### Clock network drawn from the DEF

Scale: 12 px per um.
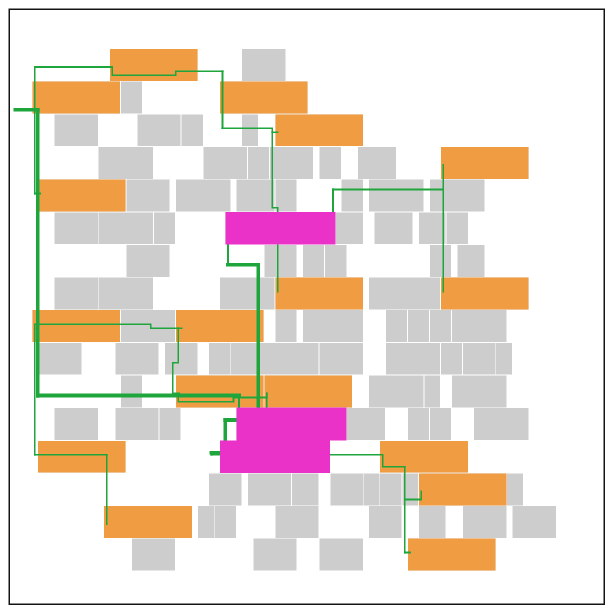
### Routing congestion

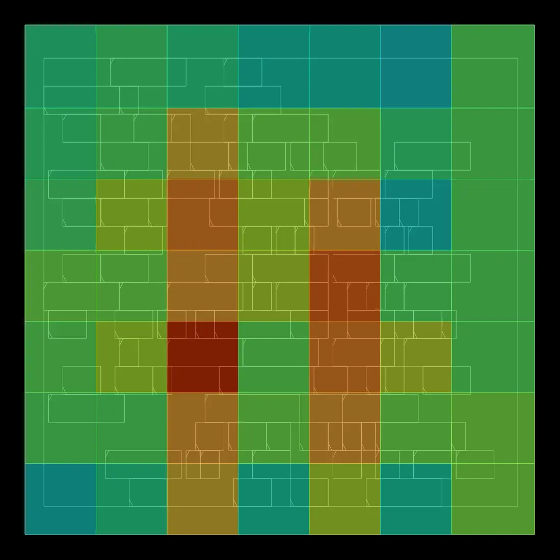
### Floorplan with the power grid

Scale: 8 px per um. Pins as bars on the die edge.
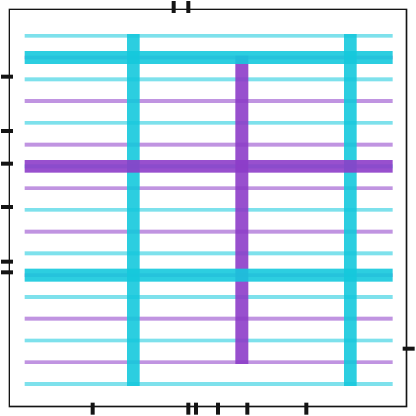
### Where the registers sit

Scale: 10 px per um. Other sequential cells in the stronger grey, the rest of the logic in the fainter grey.
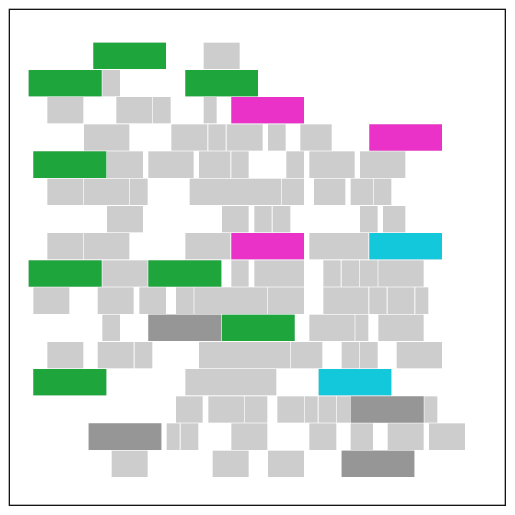
### Placement by cell class

Scale: 10 px per um. Fill, decap, tap and diode cells in grey.
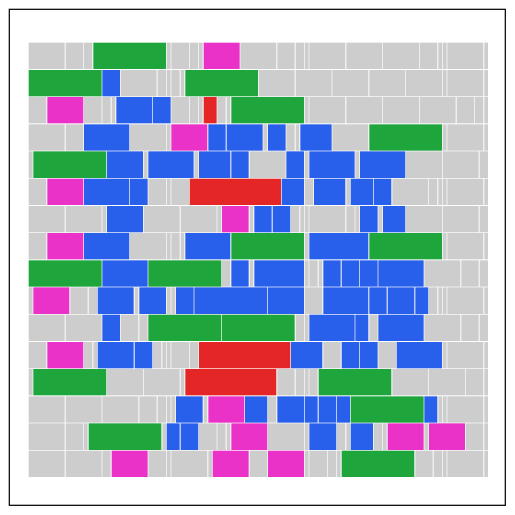
### src/rtl/ttl_serial_transmitter.sv
// ---------------------------------------------------------------------------
// ttl_serial_transmitter
//
// Parallel-in, framed serial-out transmitter. A WIDTH-bit word is captured on
// an accepted Load and sent LSB first on Q. Each frame is a low start bit, the
// data bits, then a high stop bit. Each bit lasts BIT_CLOCKS cycles of Clk.
//
// Parameters
//   WIDTH       data bits per frame (>= 1)
//   BIT_CLOCKS  Clk cycles per transmitted bit (>= 1)
//   DELAY_RISE  output rise delay of the simulation model (>= 0)
//   DELAY_FALL  output fall delay of the simulation model (>= 0)
//
// Ports
//   Clk    in   rising-edge clock
//   Clear  in   synchronous active-high reset, overrides everything
//   Load   in   start-frame request, honoured only while Ready=1
//   D      in   parallel data, captured on the accepting edge
//   Q      out  serial line, idles high
//   Ready  out  idle and able to accept Load
//   Frame  out  start, data or stop bit is on Q
//   Done   out  one-cycle pulse in the first idle cycle after a stop bit
//
// All outputs come straight from flops. No input reaches an output without
// passing through a register.
// ---------------------------------------------------------------------------
module ttl_serial_transmitter #(
    parameter int WIDTH      = 8,
    parameter int BIT_CLOCKS = 1,
    parameter int DELAY_RISE = 0,
    parameter int DELAY_FALL = 0
) (
    input  logic             Clk,
    input  logic             Clear,
    input  logic             Load,
    input  logic [WIDTH-1:0] D,
    output logic             Q,
    output logic             Ready,
    output logic             Frame,
    output logic             Done
);

    // Counter widths never drop below one bit, so BIT_CLOCKS=1 and WIDTH=1
    // still give legal vectors.
    localparam int PW = (BIT_CLOCKS > 1) ? $clog2(BIT_CLOCKS) : 1;
    localparam int IW = (WIDTH > 1) ? $clog2(WIDTH) : 1;
    localparam logic [PW-1:0] PERIOD_LAST = PW'(BIT_CLOCKS - 1);
    localparam logic [IW-1:0] INDEX_LAST  = IW'(WIDTH - 1);

    // The delay parameters belong to the simulation model only. This
    // synthesizable view drives zero-delay registered outputs. The parameters
    // are still range-checked so that a bad instantiation is caught.
    if (WIDTH < 1 || BIT_CLOCKS < 1 || DELAY_RISE < 0 || DELAY_FALL < 0) begin : g_bad_params
        $error("ttl_serial_transmitter: illegal parameter value");
    end

    typedef enum logic [1:0] {
        IDLE  = 2'd0,
        START = 2'd1,
        DATA  = 2'd2,
        STOP  = 2'd3
    } state_t;

    state_t          state_r;
    state_t          next_state_s;
    logic [PW-1:0]   period_r;
    logic [PW-1:0]   next_period_s;
    logic [IW-1:0]   index_r;
    logic [IW-1:0]   next_index_s;
    logic [WIDTH-1:0] shift_r;
    logic [WIDTH-1:0] next_shift_s;
    logic            q_r;
    logic            next_q_s;
    logic            ready_r;
    logic            next_ready_s;
    logic            frame_r;
    logic            next_frame_s;
    logic            done_r;
    logic            next_done_s;
    logic            period_end_s;

    assign period_end_s = (period_r == PERIOD_LAST);

    // Next-state, counter and next-output logic. Outputs are computed one
    // cycle ahead so that they can be registered along with the state.
    always_comb begin
        next_state_s  = state_r;
        next_period_s = period_r;
        next_index_s  = index_r;
        next_shift_s  = shift_r;
        next_q_s      = q_r;
        next_ready_s  = ready_r;
        next_frame_s  = frame_r;
        next_done_s   = 1'b0;

        case (state_r)
            IDLE: begin
                if (Load) begin
                    next_state_s  = START;
                    next_shift_s  = D;
                    next_period_s = '0;
                    next_index_s  = '0;
                    next_q_s      = 1'b0;
                    next_ready_s  = 1'b0;
                    next_frame_s  = 1'b1;
                end else begin
                    next_q_s      = 1'b1;
                    next_ready_s  = 1'b1;
                    next_frame_s  = 1'b0;
                end
            end
            START: begin
                if (period_end_s) begin
                    // Present bit 0 and pre-shift so that shift_r[0] is
                    // always the next bit to send.
                    next_state_s  = DATA;
                    next_period_s = '0;
                    next_index_s  = '0;
                    next_q_s      = shift_r[0];
                    next_shift_s  = shift_r >> 1;
                end else begin
                    next_period_s = period_r + PW'(1);
                end
            end
            DATA: begin
                if (period_end_s) begin
                    next_period_s = '0;
                    if (index_r == INDEX_LAST) begin
                        next_state_s = STOP;
                        next_q_s     = 1'b1;
                    end else begin
                        next_index_s = index_r + IW'(1);
                        next_q_s     = shift_r[0];
                        next_shift_s = shift_r >> 1;
                    end
                end else begin
                    next_period_s = period_r + PW'(1);
                end
            end
            STOP: begin
                if (period_end_s) begin
                    next_state_s  = IDLE;
                    next_period_s = '0;
                    next_q_s      = 1'b1;
                    next_ready_s  = 1'b1;
                    next_frame_s  = 1'b0;
                    next_done_s   = 1'b1;
                end else begin
                    next_period_s = period_r + PW'(1);
                end
            end
            default: begin
                next_state_s  = IDLE;
                next_period_s = '0;
                next_index_s  = '0;
                next_q_s      = 1'b1;
                next_ready_s  = 1'b1;
                next_frame_s  = 1'b0;
            end
        endcase
    end

    // State, datapath and output registers. Clear abandons any frame in
    // flight and suppresses its Done pulse.
    always_ff @(posedge Clk) begin
        if (Clear) begin
            state_r  <= IDLE;
            period_r <= '0;
            index_r  <= '0;
            shift_r  <= '0;
            q_r      <= 1'b1;
            ready_r  <= 1'b1;
            frame_r  <= 1'b0;
            done_r   <= 1'b0;
        end else begin
            state_r  <= next_state_s;
            period_r <= next_period_s;
            index_r  <= next_index_s;
            shift_r  <= next_shift_s;
            q_r      <= next_q_s;
            ready_r  <= next_ready_s;
            frame_r  <= next_frame_s;
            done_r   <= next_done_s;
        end
    end

    assign Q     = q_r;
    assign Ready = ready_r;
    assign Frame = frame_r;
    assign Done  = done_r;

endmodule
### config.mk
export PLATFORM = sky130hd
export DESIGN_NAME = ttl_serial_transmitter
export DESIGN_NICKNAME = d
export VERILOG_FILES = /design/src/rtl/ttl_serial_transmitter.sv
export SDC_FILE = /design/constraint.sdc
export NUM_CORES = 1
export LEC_CHECK = 0
export CORE_MARGIN = 1.5
export CORE_UTILIZATION = 43
export CTS_BUF_LIST = sky130_fd_sc_hd__clkbuf_16
export CTS_CLUSTER_SIZE = 30
export DETAILED_ROUTE_END_ITERATION = 10
export GPL_ROUTABILITY_DRIVEN = 0
export MAX_ROUTING_LAYER = met4
export PLACE_DENSITY = 0.63
export SLEW_MARGIN = 10
export SYNTH_ARGS = -nofsm -noshare
export SYNTH_HDL_FRONTEND = slang
export SYNTH_SLANG_ARGS = --single-unit
### constraint.sdc
create_clock -name Clk -period 1.8 [get_ports Clk]
set_input_delay 0.36 -clock Clk [delete_from_list [all_inputs] [get_ports Clk]]
set_output_delay 0.36 -clock Clk [all_outputs]
set_load 0.01 [all_outputs]
==> impl_metrics.json <==
{
  "die_height_um": 49.47,
  "finalWorstPathRequiredPeriod_ns": 1.587,
  "worst_setup_path_endpoint": "shift_r[0]$_SDFFE_PP0P_",
  "nNonClkBuffers": 15,
  "routed-wl-met2_um": 803,
  "holdCritStartpoint": "shift_r[7]$_SDFFE_PP0P_",
  "postSynthNetCount": 107,
  "antenna_cells": 0,
  "synth-async-reset-ratio_pct": 0,
  "post_synth.cell_area_avg_um2": 10.43,
  "cp.arrival_ns": 1.71,
  "fin_cells": 129,
  "finalSetupViolations": 0,
  "num-fill-cells": 181,
  "clkSinkCount": 17,
  "number_of_global_route_vias_before_repair": 691,
  "post_synth_main_area_contributors": "sky130_fd_sc_hd__dfxtp_1 37%, sky130_fd_sc_hd__ha_1 9.4%, sky130_fd_sc_hd__a211oi_2 8.1%",
  "flop_area_um2": 340.3,
  "clock_tree_area_fraction_pct": 7.008,
  "aoi_share_pct": 24.80,
  "timing.slew.headroom_pct": 65.53,
  "layout.cells.most_common": "sky130_fd_sc_hd__dfxtp_1",
  "seq_power_share_pct": 30.5,
  "p_seq_mw": 0.593,
  "critical-path-top-delay-family": "adder cells",
  "largest_register_ff_count": 8,
  "enable_flop_cells": 0,
  "synth_sequential_area_ratio_pct": 36.66,
  "internal-power_mw": 1.237,
  "ff_count": 17,
  "critPathBufInv": 1,
  "clock_power_share_pct": 22.1,
  "cts_setup_buffers": 0,
  "layout.non_clock_inverters": 2,
  "critPathRequiredTime_ns": 1.93,
  "synthToLayoutAreaGrowth_pct": 21.16,
  "syn-instance-count": 89,
  "worst-r2r-cell-count": 4,
  "yosys_cells": 89,
  "pwr-share-comb_pct": 47.4,
  "vdd.ir_drop.worst_mv": 1.016,
  "clkSlewWorstSetupHoldPaths_ns": 0.05,
  "firstDrtPassIters": 4,
  "log.warning_count": 30,
  "non_clock_buffer_area_share_pct": 13.13,
  "timing.setup.critical_path_class": "register to register",
  "r2r_start": "state_r[0]$_SDFFE_PP0P_",
  "fin_nets": 121,
  "port_buffers": 14,
  "crit_path_top_delay_cell": "sky130_fd_sc_hd__ha_1",
  "synth.comb.largest_family": "AND-OR/OR-AND gates",
  "grt_use_met3_pct": 2.727,
  "clock_power_mw": 0.430,
  "timing.critical_path.cells": "inv_1, ha_1, mux2i_1, a211oi_2",
  "via_per_inst": 5.419,
  "vias": 699,
  "initCoreUtil_pct": 46.37,
  "cpPeakStageDelay_ns": 0.62,
  "yosys_register_bits": 17,
  "tap_cells": 27,
  "logic_area_um2": 516.7,
  "antenna_found_initial": 0,
  "cts_hold_buf": 0,
  "reg2reg_to": "shift_r[0]$_SDFFE_PP0P_",
  "summed_standard_cell_area_reported_by_yosys_um2": 928.4,
  "hold_path.class": "register to register",
  "max_freq_mhz": 630.2,
  "status": "completed",
  "static-leakage-power_nw": 0.4436,
  "tritoncts": "built",
  "comb-power_mw": 0.924,
  "layout.cells.largest_class": "combinational gates",
  "routed-wl-met3_um": 44,
  "layout.cell_area.non_filler_um2": 1125,
  "synth.cellmix.simpleShare_pct": 13.88,
  "power.net_switching_mw": 0.7111,
  "post-route-util_pct": 56.19,
  "top_cell": "sky130_fd_sc_hd__dfxtp_1",
  "netlist_top_cells_count": "17 x sky130_fd_sc_hd__dfxtp_1, 15 x sky130_fd_sc_hd__a21oi_1, 7 x sky130_fd_sc_hd__ha_1, 7 x sky130_fd_sc_hd__mux2i_1, 6 x sky130_fd_sc_hd__a211oi_2",
  "placement.cell_area_um2": 1046,
  "grt_max_degree": 15,
  "met1_length_um": 793,
  "commonest_register_cell_after_synthesis": "sky130_fd_sc_hd__dfxtp_1",
  "synth_adder_area_share_pct": 9.434,
  "maximum_buffer_depth_of_the_clock_tree": 2,
  "power_density_nw_per_um2": 1732,
  "finalSetupTns_ns": 0,
  "top_register": "shift_r"
}
Notes on 'Clock network drawn from the DEF' above:
Key: green = clock wires [length 227 um]; magenta = cells driving clock nets [count 3]; orange = flip-flops [count 17]
There are 4 routed clock nets.

Notes on 'Routing congestion' above:
fraction of met2 tracks used by global routing: 25.68%
busiest layer in global routing: met2
total track usage: 16.07%
routed wirelength normalized by instance count: 13.03 um

Notes on 'Floorplan with the power grid' above:
Key: purple = VDD; cyan = VSS
3 straps on met5. 15 signal pins sit on the boundary. The core has 16 rows. 17 met1 rails follow the rows. 3 straps on met4.

Notes on 'Where the registers sit' above:
Key: magenta = index_r [flops 3]; cyan = state_r [flops 2]; green = shift_r [flops 8]
Another 4 sequential cells are not coloured.

Notes on 'Placement by cell class' above:
Key: blue = all other logic [cells 66, share of their area 48%]; green = flip-flops [cells 17, share of their area 31%]; red = clock drivers and dummy loads [cells 4, share of their area 7.2%]; magenta = other buffers and delay cells [cells 15, share of their area 14%]

No activity file was given, so power comes from the tool's default toggle rates.
